File: src/rtl/pong_game_ctrl_pkg.sv
// Shared definitions for the Pong game sequencer: game states, serve
// direction codes and a small saturating-increment helper.
package pong_game_ctrl_pkg;

  typedef enum logic [2:0] {
    GS_IDLE     = 3'd0,
    GS_SERVE    = 3'd1,
    GS_PLAY     = 3'd2,
    GS_POINT    = 3'd3,
    GS_GAMEOVER = 3'd4
  } game_state_t;

  localparam logic DIR_LEFT  = 1'b0;
  localparam logic DIR_RIGHT = 1'b1;

  function automatic logic [3:0] sat_inc4(input logic [3:0] value);
    return (value == 4'hF) ? value : value + 4'd1;
  endfunction

endpackage

File: src/rtl/pong_game_ctrl_frame_tick_gen.sv
// Turns the (possibly asynchronous) vblank into a one-clk frame_tick:
// 2-FF synchroniser followed by a registered rising-edge detector.
module pong_game_ctrl_frame_tick_gen (
  input  logic clk,
  input  logic rst,
  input  logic vblank,
  output logic frame_tick
);

  logic sync_meta;
  logic sync_stable;
  logic sync_prev;

  // The pulse is registered so it lands 3 clk after the vblank edge.
  always_ff @(posedge clk or posedge rst) begin
    if (rst) begin
      sync_meta   <= 1'b0;
      sync_stable <= 1'b0;
      sync_prev   <= 1'b0;
      frame_tick  <= 1'b0;
    end else begin
      sync_meta   <= vblank;
      sync_stable <= sync_meta;
      sync_prev   <= sync_stable;
      frame_tick  <= sync_stable & ~sync_prev;
    end
  end

endmodule

File: src/rtl/pong_game_ctrl.sv
// Pong game sequencer: owns the rally life-cycle, drives the ball controls
// (run / recenter / speed / serve direction) and keeps both scores.
module pong_game_ctrl
  import pong_game_ctrl_pkg::*;
#(
  parameter int unsigned SERVE_FRAMES  = 60,
  parameter int unsigned POINT_FRAMES  = 90,
  parameter int unsigned WIN_SCORE     = 9,
  parameter int unsigned SPEED_INIT    = 2,
  parameter int unsigned SPEED_MAX     = 8,
  parameter int unsigned HITS_PER_STEP = 4
) (
  input  logic       clk,
  input  logic       rst,
  input  logic       vblank,
  input  logic       start,
  input  logic       paddle_hit,
  input  logic       miss_left,
  input  logic       miss_right,
  output logic       ball_run,
  output logic       ball_center,
  output logic       serve_dir,
  output logic [3:0] speed,
  output logic [3:0] score_left,
  output logic [3:0] score_right,
  output logic       game_over,
  output logic       winner
);

  game_state_t state, state_next;
  logic        frame_tick;
  logic [7:0]  frame_cnt;
  logic [3:0]  hit_cnt;
  logic        serve_done, point_done, win_reached, miss_any;
  logic        run_next, center_next, over_next;

  pong_game_ctrl_frame_tick_gen u_frame_tick_gen (
    .clk        (clk),
    .rst        (rst),
    .vblank     (vblank),
    .frame_tick (frame_tick)
  );

  assign serve_done  = frame_tick && ((frame_cnt + 8'd1) == 8'(SERVE_FRAMES));
  assign point_done  = frame_tick && ((frame_cnt + 8'd1) == 8'(POINT_FRAMES));
  assign win_reached = (score_left == 4'(WIN_SCORE)) || (score_right == 4'(WIN_SCORE));
  assign miss_any    = miss_left | miss_right;

  always_ff @(posedge clk or posedge rst) begin
    if (rst) state <= GS_IDLE;
    else     state <= state_next;
  end

  always_comb begin
    state_next = state;
    case (state)
      GS_IDLE:     if (start)      state_next = GS_SERVE;
      GS_SERVE:    if (serve_done) state_next = GS_PLAY;
      GS_PLAY:     if (miss_any)   state_next = GS_POINT;
      GS_POINT:    if (point_done) state_next = win_reached ? GS_GAMEOVER : GS_SERVE;
      GS_GAMEOVER: if (start)      state_next = GS_SERVE;
      default:                     state_next = GS_IDLE;
    endcase
  end

  // Decoded from the next state so the registered outputs track the state register.
  always_comb begin
    run_next    = 1'b0;
    center_next = 1'b1;
    over_next   = 1'b0;
    case (state_next)
      GS_PLAY: begin
        run_next    = 1'b1;
        center_next = 1'b0;
      end
      GS_POINT:    center_next = 1'b0;
      GS_GAMEOVER: over_next   = 1'b1;
      default: ;
    endcase
  end

  always_ff @(posedge clk or posedge rst) begin
    if (rst) begin
      ball_run    <= 1'b0;
      ball_center <= 1'b1;
      game_over   <= 1'b0;
    end else begin
      ball_run    <= run_next;
      ball_center <= center_next;
      game_over   <= over_next;
    end
  end

  always_ff @(posedge clk or posedge rst) begin
    if (rst) begin
      serve_dir   <= DIR_RIGHT;
      speed       <= 4'(SPEED_INIT);
      score_left  <= 4'd0;
      score_right <= 4'd0;
      winner      <= 1'b0;
      frame_cnt   <= 8'd0;
      hit_cnt     <= 4'd0;
    end else begin
      case (state)
        GS_IDLE, GS_GAMEOVER: begin
          if (start) begin
            serve_dir   <= DIR_RIGHT;
            speed       <= 4'(SPEED_INIT);
            score_left  <= 4'd0;
            score_right <= 4'd0;
            frame_cnt   <= 8'd0;
            hit_cnt     <= 4'd0;
          end
        end
        GS_SERVE: begin
          if (serve_done)      frame_cnt <= 8'd0;
          else if (frame_tick) frame_cnt <= frame_cnt + 8'd1;
        end
        GS_PLAY: begin
          // miss_left has priority over miss_right; any miss drops a coincident hit.
          if (miss_left) begin
            score_right <= sat_inc4(score_right);
            serve_dir   <= DIR_LEFT;
            frame_cnt   <= 8'd0;
          end else if (miss_right) begin
            score_left <= sat_inc4(score_left);
            serve_dir  <= DIR_RIGHT;
            frame_cnt  <= 8'd0;
          end else if (paddle_hit) begin
            if ((hit_cnt + 4'd1) == 4'(HITS_PER_STEP)) begin
              hit_cnt <= 4'd0;
              speed   <= (speed >= 4'(SPEED_MAX)) ? speed : speed + 4'd1;
            end else begin
              hit_cnt <= hit_cnt + 4'd1;
            end
          end
        end
        GS_POINT: begin
          if (point_done) begin
            frame_cnt <= 8'd0;
            if (win_reached) begin
              winner <= (score_right == 4'(WIN_SCORE));
            end else begin
              speed   <= 4'(SPEED_INIT);
              hit_cnt <= 4'd0;
            end
          end else if (frame_tick) begin
            frame_cnt <= frame_cnt + 8'd1;
          end
        end
        default: ;
      endcase
    end
  end

endmodule

File: config.mk
export PLATFORM = sky130hd
export DESIGN_NAME = pong_game_ctrl
export DESIGN_NICKNAME = d
export VERILOG_FILES = /design/src/rtl/pong_game_ctrl_pkg.sv /design/src/rtl/pong_game_ctrl_frame_tick_gen.sv /design/src/rtl/pong_game_ctrl.sv
export SDC_FILE = /design/constraint.sdc
export NUM_CORES = 1
export LEC_CHECK = 0
export CORE_ASPECT_RATIO = 0.75
export CORE_MARGIN = 2
export CORE_UTILIZATION = 35
export CTS_CLUSTER_DIAMETER = 40
export DETAILED_ROUTE_END_ITERATION = 8
export PLACE_DENSITY = 0.55
export SYNTH_ARGS = -nofsm -noshare
export SYNTH_HDL_FRONTEND = slang
export SYNTH_SLANG_ARGS = --single-unit
File: constraint.sdc
create_clock -name clk -period 2.3 [get_ports clk]
set_input_delay 0.575 -clock clk [delete_from_list [all_inputs] [get_ports clk]]
set_output_delay 0.575 -clock clk [all_outputs]
set_load 0.02 [all_outputs]
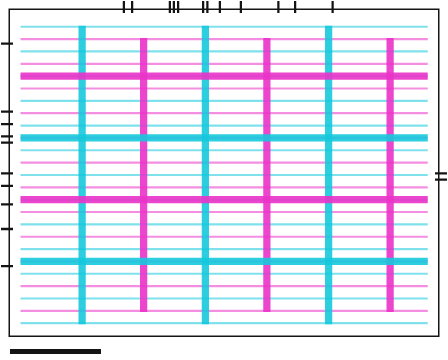
Figure 1: run 1, floorplan with the power grid.
The bar under the picture is 20 microns long. Pins as bars on the die edge.
Key: VSS = cyan; VDD = magenta
6 straps on met4. 4 straps on met5. 25 met1 rails follow the rows.

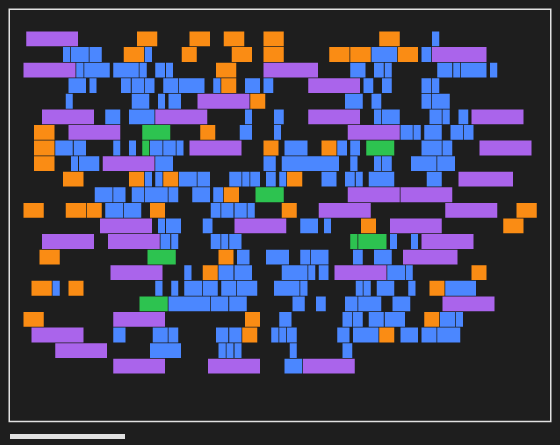
Figure 2: run 1, placement by cell class.
The bar under the picture is 20 microns long.
Key: combinational and other logic = blue [cells 182, share of their area 46%]; other buffers and delay cells = orange [cells 46, share of their area 15%]; flops = purple [cells 36, share of their area 35%]; clock drivers and dummy loads = green [cells 8, share of their area 3.5%]

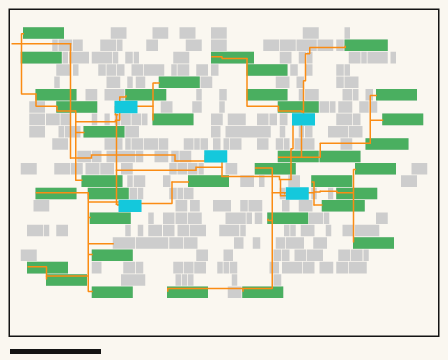
Figure 3: run 1, clock wires, drivers and flops.
The bar under the picture is 20 microns long.
Key: flip-flops = green [count 36]; clock wires = orange [length 526 microns]; clock drivers = cyan [count 5]
Position of the flops: all over the die. There are 6 routed clock nets.

==> impl.org, run 1 <==
#+TITLE: Implementation results

** Global route
- Total global routing track utilization :: 0.162
- For met2 alone, demand over resource in global routing was 0.210.
- The first global-routing pass estimated ~8.6 mm of wire.
- Layer with the highest usage after global routing :: met1
- Antenna violations before repair :: 0
- Met1 track demand over resource in global routing :: 0.262
- On met3, the global router reports a usage of 0.0389.
- Entering global routing, the biggest net connects 37 pins.
- After global routing the overflow that remains totals 0.
- The number of global-route vias before repair is around 1800.

** Critical path
- The timing report notes that buffer and inverter cells on the critical path total 1.
- The kind of cell with the highest combined delay along the critical path is simple AND/OR/NAND/NOR gates.
- The critical path crosses 7 cells after its start point.
- The worst setup path is captured at a register.
- According to the timing report, the critical path is launched from frame_cnt[4].
- The setup path with the least slack is of type reg2reg.
- At the worst endpoint, the arrival time is between 2 and 2.5 ns.
- Critical path's largest stage delay :: between 0.4 and 0.5 ns
- Number of cells on the worst reg-to-reg path :: 7
- The data required time reported for the critical path is 2.53 ns.
- Worst reg2reg path endpoint :: hit_cnt[3]
- Critical Path, Cell by Cell :: and3_4 -> mux2_4 -> a211oi_4 -> buf_4 -> a41oi_4 -> or4_1 -> nand3_1
- Critical Path Source Type :: register
- Critical path destination :: hit_cnt[3]
- In this run the critical register-to-register path is launched from frame_cnt[4].
- STA lists the maximum fanout along the critical path as 6.

** Die
- In this run the vertical extent of the chip is around 72 microns.
- Total Die Area :: slightly below 7000 sq um
- Number of placement rows :: 24
- Core area :: ~5900 sq um
- 24 I/O pins were placed.
- Horizontal die size :: between 90 and 100 microns
- The share of the core area taken by cells at floorplan is 0.365.
- The design received a total of 78 well taps at floorplan.

** Final layout
- Non-Filler Instances :: roughly 350
- Nets :: roughly 290
- The repair_antennas step left the layout with diodes totalling 0.
- Post-route cell area :: around 2700 sq um
- The area growth from synthesis to layout is 26.4%.
- Per the layout area report, the sequential fraction of cell area is 0.335.
- Multi-input combinational area share :: 0.432
- Area fraction of clock buffers and clock inverters :: 0.0333
- Cell kind with the greatest summed area :: multi-input combinational cells
- The layout summary lists the proportion of cells stronger than drive strength 1 as 0.176.
- Fraction of area in non-clock buffers :: 0.149
- Registers take a little over 900 sq um.
- Non-clock inverters in the final layout number 10.
- There are 36 flip-flops and latches.
- Count of multi-input gates :: ~170

** Clock network
- Counting the buffers created by CTS gives 5.
- In this run the post-CTS setup repair buffer count came out at 0.
- Sinks on Clock Net :: 36
- On the worst setup and hold paths after CTS, the clock-pin slew comes to roughly 0.070 ns.
- Once the clock tree was built, the resizer swapped 0 gates to a different size.
- Hold bufs inserted after CTS :: 0
- Buffer depth of the longest clock path :: 2
- Master cell of the clock root buffer :: sky130_fd_sc_hd__clkbuf_8
- Clock latency of the later-clocked register in the worst-skew pair :: just under 0.3 ns
- TritonCTS built the clock tree.

** STA
- Max Freq :: roughly 0.46 GHz
- Worst slew slack as a fraction of its limit :: 0.705
- Final period util :: 0.943
- Pins over their slew limit :: 0
- Final setup TNS :: 0 ns
- Setup repair after global routing left no endpoint under its margin.
- After layout, the minimum clock period comes to about 2.2 ns.
- Setup violation total in the final timing report :: 0
- Worst clock skew :: approximately 0.0054 ns
- Hold Fails Final Rpt :: 0
- Transition time at the pin with the least slew margin :: approximately 0.43 ns

** Power
- Combinational Power Share :: 0.304
- Cell internal power was estimated by the tool at about 1200 uW.
- Clock network fraction of total power :: 0.256
- Flop pwr share :: 0.441
- The power report puts the leakage power at ~0.0012 uW.
- Seq. pwr :: ~800 uW
- The net switching power in the latest report is roughly 610 uW.
- Ratio of total power to cell area :: 673 nW/um^2
- Power attributed to the clock group is between 400 and 500 uW.
- Switching share of power :: 0.334
- Summed over all combinational cells, the power is between 500 and 600 uW.
- Top power consumer group :: registers

** Place
- The HPWL after detailed placement is 3.63 mm.
- In this run, placement finished with an instance count of 342.
- Once placement finished, the instance area stood at ~2600 sq um.
- I/O Buffers :: 23

** Synthesis
- Ranked by instance count, the synthesized netlist is headed by sky130_fd_sc_hd__dfrtp_1 (33), sky130_fd_sc_hd__nor2_1 (24), sky130_fd_sc_hd__nand2_1 (20).
- Number of synthesized flops with an enable pin :: 0
- Post-synth seq share :: 0.423
- Post-Syn Area :: 2140 sq um
- In the synthesized netlist the async set-or-reset flop fraction comes to 1.00.
- Post-synth top area share :: 0.386
- Among all cell types in the netlist, the one instantiated most often is sky130_fd_sc_hd__dfrtp_1.
- The main area contributors are sky130_fd_sc_hd__dfrtp_1 (39%), sky130_fd_sc_hd__ha_1 (6.4%), sky130_fd_sc_hd__nor2_1 (4.2%).
- The synthesis stat section lists a flop and latch total of 36.
- Flip-flop cell with the highest count after synthesis :: sky130_fd_sc_hd__dfrtp_1
- The synthesis log from Yosys contains 0 warnings.
- In the Yosys report the total cell count is 226.
- Yosys top cell by area :: sky130_fd_sc_hd__dfrtp_1
- After synthesis, the chip area reported by Yosys is approximately 2100 sq um.
- Synthesis instantiated about 56 different standard cells from the library.
- Per the post-synthesis stats, the area per cell is approximately 9.5 sq um.

** Outcome
- Outcome :: finished, final reports clean

** Drt
- The routed design has 4.96 mm of wire.
- Routed via count :: 1822
- WL/cell :: between 10 and 15 microns
- For this run, the detailed router's first-pass iteration total came to 4.
- ANT nets after route :: 0
- The detailed router finished its first iteration with 79 violations.

** Job
- The logs give a warning total of 33.

** Worst hold path
- Looking at hold timing, the worst path starts from u_frame_tick_gen.sync_meta.
- Worst Hold Class :: reg2reg
- Terminating pin of the worst hold path :: u_frame_tick_gen.sync_stable
## run 1: per-layer routing
layer	up-vias	wire, microns
met1	875	2770
met3	5	192
li1	911	-
met4	0	44
met2	31	1960
met5	-	0
## run 1: cells in the final DEF (no fill, tap or decap), drive strengths merged, types with 2 or more instances in the layout
cell type / instances
nand2b: 4
and2b: 2
a311oi: 2
a31oi: 5
buf: 23
and3: 6
clkbuf: 8
nand3b: 2
a21oi: 6
nand2: 20
o221a: 2
inv: 10
o41ai: 3
o31ai: 3
nor2: 24
nor2b: 4
a22o: 2
nand4: 5
xor2: 9
dfrtp: 33
a211oi: 3
clkdlybuf4s50: 23
ha: 11
nand3: 17
nor3: 4
a21boi: 3
and3b: 2
or4: 2
dfstp: 3
o21ai: 11
## run 1: logic make-up after synthesis
kind of cell,count (synthesis),synth area share
and+or+nand+nor,98,0.239
AOI/OAI and AO/OA,51,0.186
DFF,36,0.423
buffers and inverters,18,0.0351
adders and majority gates,11,0.0644
xor gates and xnor gates,10,0.0410
muxes,2,0.0117
## run 1: registers in the layout (all words and copies together), names as in the netlist
| name | cells |
|---|---|
| ball_center | 1 |
| ball_run | 1 |
| frame_cnt | 8 |
| game_over | 1 |
| hit_cnt | 4 |
| score_left | 4 |
| score_right | 4 |
| serve_dir | 1 |
| speed | 4 |
| state | 3 |
| u_frame_tick_gen.frame_tick | 1 |
| u_frame_tick_gen.sync_meta | 1 |
| u_frame_tick_gen.sync_prev | 1 |
| u_frame_tick_gen.sync_stable | 1 |
| winner | 1 |
## run 1: metrics by stage
step	utilization	hold slack, ns	power (uW)	setup WS, ns
global route	0.462	0.370	1940	0.0140
detailed placement	0.444	0.341	1360	-0.199
finish	0.462	0.354	1820	0.130
global placement	0.444	0.336	1360	-0.101
floorplan	-	0.331	1140	0.0756
CTS	0.460	0.358	1840	0.0389
Figure 4. Signal wires by layer (run 1).
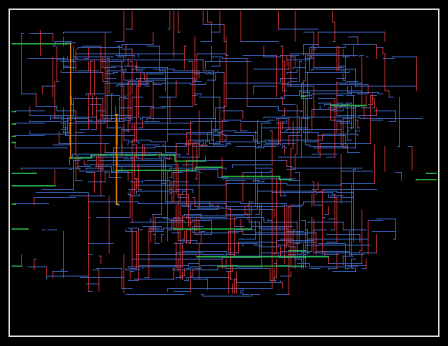

--- run 2 (diff from run 1) ---
--- a/config.mk
+++ b/config.mk
@@ -10,7 +10,8 @@
 export CORE_UTILIZATION = 35
 export CTS_CLUSTER_DIAMETER = 40
 export DETAILED_ROUTE_END_ITERATION = 8
-export PLACE_DENSITY = 0.55
+export HOLD_SLACK_MARGIN = 0.02
+export PLACE_DENSITY = 0.53
 export SYNTH_ARGS = -nofsm -noshare
 export SYNTH_HDL_FRONTEND = slang
 export SYNTH_SLANG_ARGS = --single-unit
==> constraint.sdc (replaced) <==
create_clock -name clk -period 2.1 [get_ports clk]
set_input_delay 0.525 -clock clk [delete_from_list [all_inputs] [get_ports clk]]
set_output_delay 0.525 -clock clk [all_outputs]
set_load 0.02 [all_outputs]
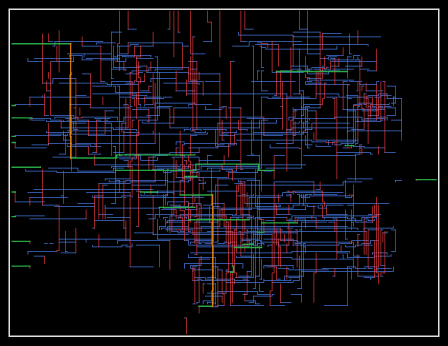
Figure 5: run 2, signal wires by layer.
Key: metal 3 = green [wire length 180 microns]; metal 1 = blue [wire length 2910 microns]; metal 2 = red [wire length 2060 microns]; metal 4 = orange [wire length 49.6 microns]

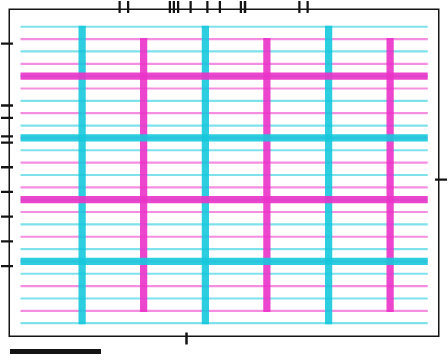
Figure 6: run 2, floorplan with the power grid.
The bar under the picture is 20 microns long. Pins as bars on the die edge.
Key: VDD = magenta; VSS = cyan
6 straps on met4. The core has 24 rows.

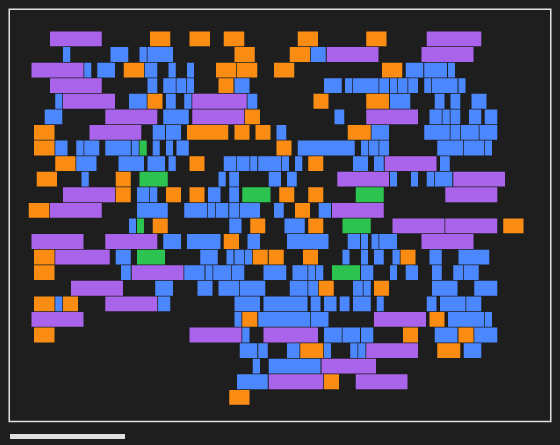
Figure 7: run 2, placement by cell class.
The bar under the picture is 20 microns long.
Key: combinational and other logic = blue [cells 182, share of their area 46%]; other buffers and delay cells = orange [cells 60, share of their area 19%]; clock drivers and dummy loads = green [cells 8, share of their area 3.2%]; flops = purple [cells 36, share of their area 32%]

==> run 2 against run 1 <==
Against the previous run: the flow now finishes with violations (negative setup slack); non-clock buffer count grew 14; first-iteration DRC count grew 63%; worst hold slack lost 0.0012 ns; largest cell class unchanged; die size is the same; setup slack lost 0.16 ns; utilization grew 4.0 points; fmax grew 2.0%; count of clock-buffer cells in the layout is the same.
==> impl.org, run 2 <==
#+TITLE: Implementation results

** Outcome
- Outcome :: complete, but fails checks
- Violations in the final reports :: negative setup slack

** STA
- Final Worst Setup Slack :: -0.0270 ns
- For reference, the final report shows the hold violation count at 0.
- Across all checked pins, the minimum headroom to the slew limit is 0.666.
- For this run, the final setup violation count is recorded as 1.
- The routed design could run at a clock period as short as 2.13 ns.
- Setup repair after global routing missed its margin :: yes
- Max Freq :: 0.470 GHz
- Final period util :: 1.01
- Pins over their slew limit :: 0
- On the final layout, the worst clock skew is between 0.001 and 0.0015 ns.
- Transition time at the pin with the least slew margin :: between 0.4 and 0.5 ns

** Synthesis
- The number of nets handed over by synthesis was 244.
- Post-synthesis average cell area :: 9.46 sq um
- Of the total synthesized cell area, the portion taken by AND-OR and OR-AND cells is 0.186.
- In the synthesized netlist the dominant register cell turns out to be sky130_fd_sc_hd__dfrtp_1.
- Simple Share, Synth :: 0.239
- The share of the Yosys chip area taken by registers is 0.423.
- The number of different library cells used by synthesis comes to around 56.
- The synthesized netlist occupies a cell area of between 2000 and 2500 sq um.
- For reference, the mux area share after synthesis is 0.0117.
- Warnings reported by Yosys during synthesis add up to 0.
- In this run, the synthesized area fraction spent on adder and majority cells is recorded as 0.0644.
- Largest cells by area after synthesis :: sky130_fd_sc_hd__dfrtp_1 (39%), sky130_fd_sc_hd__ha_1 (6.4%), sky130_fd_sc_hd__nor2_1 (4.2%)
- Most used standard cell by instance count after synthesis :: sky130_fd_sc_hd__dfrtp_1
- Counting flops with a built-in enable in the synthesized netlist gives 0.
- The area fraction of the largest cell type after synthesis is 0.386.
- The biggest area contributor in the post-synthesis netlist is sky130_fd_sc_hd__dfrtp_1.
- Of the combinational cells, the family taking the most area is simple AND/OR/NAND/NOR gates.
- Per the synth stats, the proportion of register bits with asynchronous set or reset is 1.00.
- Yosys stat area :: about 2100 sq um
- Area share of xor/xnor cells in the synthesized design :: 0.0410
- In the synthesized netlist, the number of instances is roughly 230.
- Number of flip-flops and latches in the synthesized netlist :: 36
- The commonest cells after synthesis are sky130_fd_sc_hd__dfrtp_1 (33), sky130_fd_sc_hd__nor2_1 (24), sky130_fd_sc_hd__nand2_1 (20).
- Ys cells :: between 200 and 250

** Global route
- Global routing met2 resource utilization :: 0.210
- GRT overflow :: 0
- Via count of the first global-routing pass :: 1789
- Total global routing track utilization :: 0.161
- Largest net degree at the start of global routing :: 37
- Layer with the highest usage after global routing :: met1
- Met1 track demand over resource in global routing :: 0.265
- Global-route wire length before repair :: 8.63 mm
- The initial antenna violation count is 0.
- Met3 track utilization from global routing :: 0.0336

** Critical path
- According to the timing report, the arrival time at the worst endpoint equals 2.30 ns.
- Per the timing report, the biggest fanout along the worst path comes to 7.
- Crit path required time :: 2.27 ns
- Critical path destination :: winner
- Worst reg2reg path endpoint :: winner
- Category of the most critical setup path :: reg2reg
- Beginning of the worst register-to-register path :: frame_cnt[1]
- STA classifies the critical path startpoint as a register.
- Slack of the worst reg-to-reg path :: -0.03 ns
- Number of cells on the worst reg-to-reg path :: 7
- Kind of end point of the critical path :: register
- Launching instance or port of the critical path :: frame_cnt[1]

** Drt
- The violation tally recorded at the end of detailed-routing iteration 0 is between 100 and 150.
- Per the detail_route report, the via count comes to 1894.
- WL/cell :: 14.3 microns
- The routed layout reports a DRC error count of 0.
- Vias per inst :: roughly 5.2
- First-pass iteration count of the detailed router :: 4
- The wire length recorded after detailed routing is 5.21 mm.
- ANT nets after route :: 0

** Clock network
- The clock tree synthesis step divided the H-tree into 2 levels.
- Cts bufs inserted :: 5
- The longest clock path from root to sink contains 2 buffers.
- The timing report gives the clock slew at the launch and capture registers of the worst setup and hold paths as around 0.07 ns.
- Buffers inserted to repair hold after CTS numbered 0.
- Master cell of the clock root buffer :: sky130_fd_sc_hd__clkbuf_8
- TritonCTS built the clock tree.
- Clock latency of the later-clocked register in the worst-skew pair :: between 0.2 and 0.3 ns
- Sinks on Clock Net :: 36

** Power
- Per the summary, power density relative to cell area is roughly 750 nW/um^2.
- In this run the VDD rail shows a maximum IR drop of ~0.00029 V.
- In this run, power in combinational logic comes to 834 uW.
- Cell internal power was estimated by the tool at 1440 uW.
- Net switching power :: approximately 750 uW
- Combinational Power Share :: 0.380
- Top power consumer group :: registers
- Clock network fraction of total power :: 0.229
- Switching share of power :: 0.343
- Flop pwr share :: 0.391
- The script extracted a total leakage power of roughly 0.0013 uW.
- Power consumed by the clock network :: 501 uW
- The power report lists the sequential group at 857 uW.

** Worst hold path
- In the hold report, the worst path ends at u_frame_tick_gen.sync_stable.
- The startpoint identified for the worst hold timing path is u_frame_tick_gen.sync_meta.
- Number of stages on the worst hold path :: 0
- According to the hold report, the worst path is of the reg2reg type.

** Place
- DP HPWL :: between 3 and 4 mm
- I/O Buffers :: 23
- The placement stage leaves a total instance area of approximately 2700 sq um.
- Placer congestion estimate :: between 0.8 and 0.9
- Per the post-place timing report, worst setup slack is -0.161 ns.

** Final layout
- For the completed layout, the total cell area is recorded as 2940 sq um.
- The final antenna diode tally reported by the flow is 0.
- The finished design was reported to have a net count of 303.
- Most common logic cell in the routed design :: sky130_fd_sc_hd__buf_4
- The area growth from synthesis to layout is 37.4%.
- Counting flops per register, the top entry is frame_cnt.
- Share of layout cells above drive strength 1 :: 0.273
- Leading cell types in the layout, fill and taps excluded :: sky130_fd_sc_hd__buf_4 (32), sky130_fd_sc_hd__dfrtp_1 (30), sky130_fd_sc_hd__nor2_1 (24)
- Number of flip-flops in the largest register :: 8

** Die
- Die height :: ~72 microns
- Total Die Area :: 6760 sq um
- Number of placement rows :: 24
- The floorplan step set the die width to 94.3 microns.
- Core area :: just under 6000 sq um
- The initial utilization of the core area, before any placement, comes to 0.365.
- 24 I/O pins were placed.

** Job
- Tool warnings :: 35
- The number of maximum-capacitance violations recorded for the run is 0.
-- run 2: through the flow --
step	hold slack, ns	setup TNS, ns	std cells	power, uW	util
floorplan	0.331	-0.0230	226	1280	-
global placement	0.335	-0.788	353	1550	0.465
detailed placement	0.340	-1.13	353	1550	0.465
CTS	0.357	0	361	2060	0.480
global route	0.367	-0.480	364	2330	0.502
finish	0.353	-0.0270	364	2190	0.502
-- run 2: logic make-up (layout without fill, tap and decap cells) --
| logic type | count (synthesis) | after routing |
|---|---|---|
| AOI/OAI and AO/OA | 51 | 51 |
| xor gates and xnor gates | 10 | 10 |
| adders and majority gates | 11 | 11 |
| buffers and inverters | 18 | 78 |
| DFF | 36 | 36 |
| muxes | 2 | 2 |
| and+or+nand+nor | 98 | 98 |
-- run 2: what timing repair did --
item / 4_1_cts / 5_1_grt
endpoints found under the setup margin: 2 / 17
pin swaps: 2 / 9
setup buffers: 0 / 3
gates cloned: 0 / 0
resized: 1 / 30
-- run 2: layer usage --
layer,wire (microns),vias to the layer above
li1,-,937
met1,2910,914
met2,2060,39
met3,179,4
met4,49,0
met5,0,-
-- run 2: critical path, cell delays in order (launching register included) --
cell	delay, ns
sky130_fd_sc_hd__dfrtp_2	0.43
sky130_fd_sc_hd__ha_4	0.19
sky130_fd_sc_hd__a21boi_2	0.12
sky130_fd_sc_hd__o221a_2	0.19
sky130_fd_sc_hd__o2111a_2	0.31
sky130_fd_sc_hd__nand3_2	0.10
sky130_fd_sc_hd__or4_4	0.52
sky130_fd_sc_hd__o2bb2ai_2	0.14
-- run 2: final cells by class --
type / count / area, sq um
multi-input combinational: 172 / 1270
fill: 548 / 2920
clock buffer: 8 / 90.1
timing repair buffer: 60 / 536
sequential: 36 / 908
inverter: 10 / 37.5
tap: 78 / 97.6
No activity file was given, so power comes from the tool's default toggle rates.
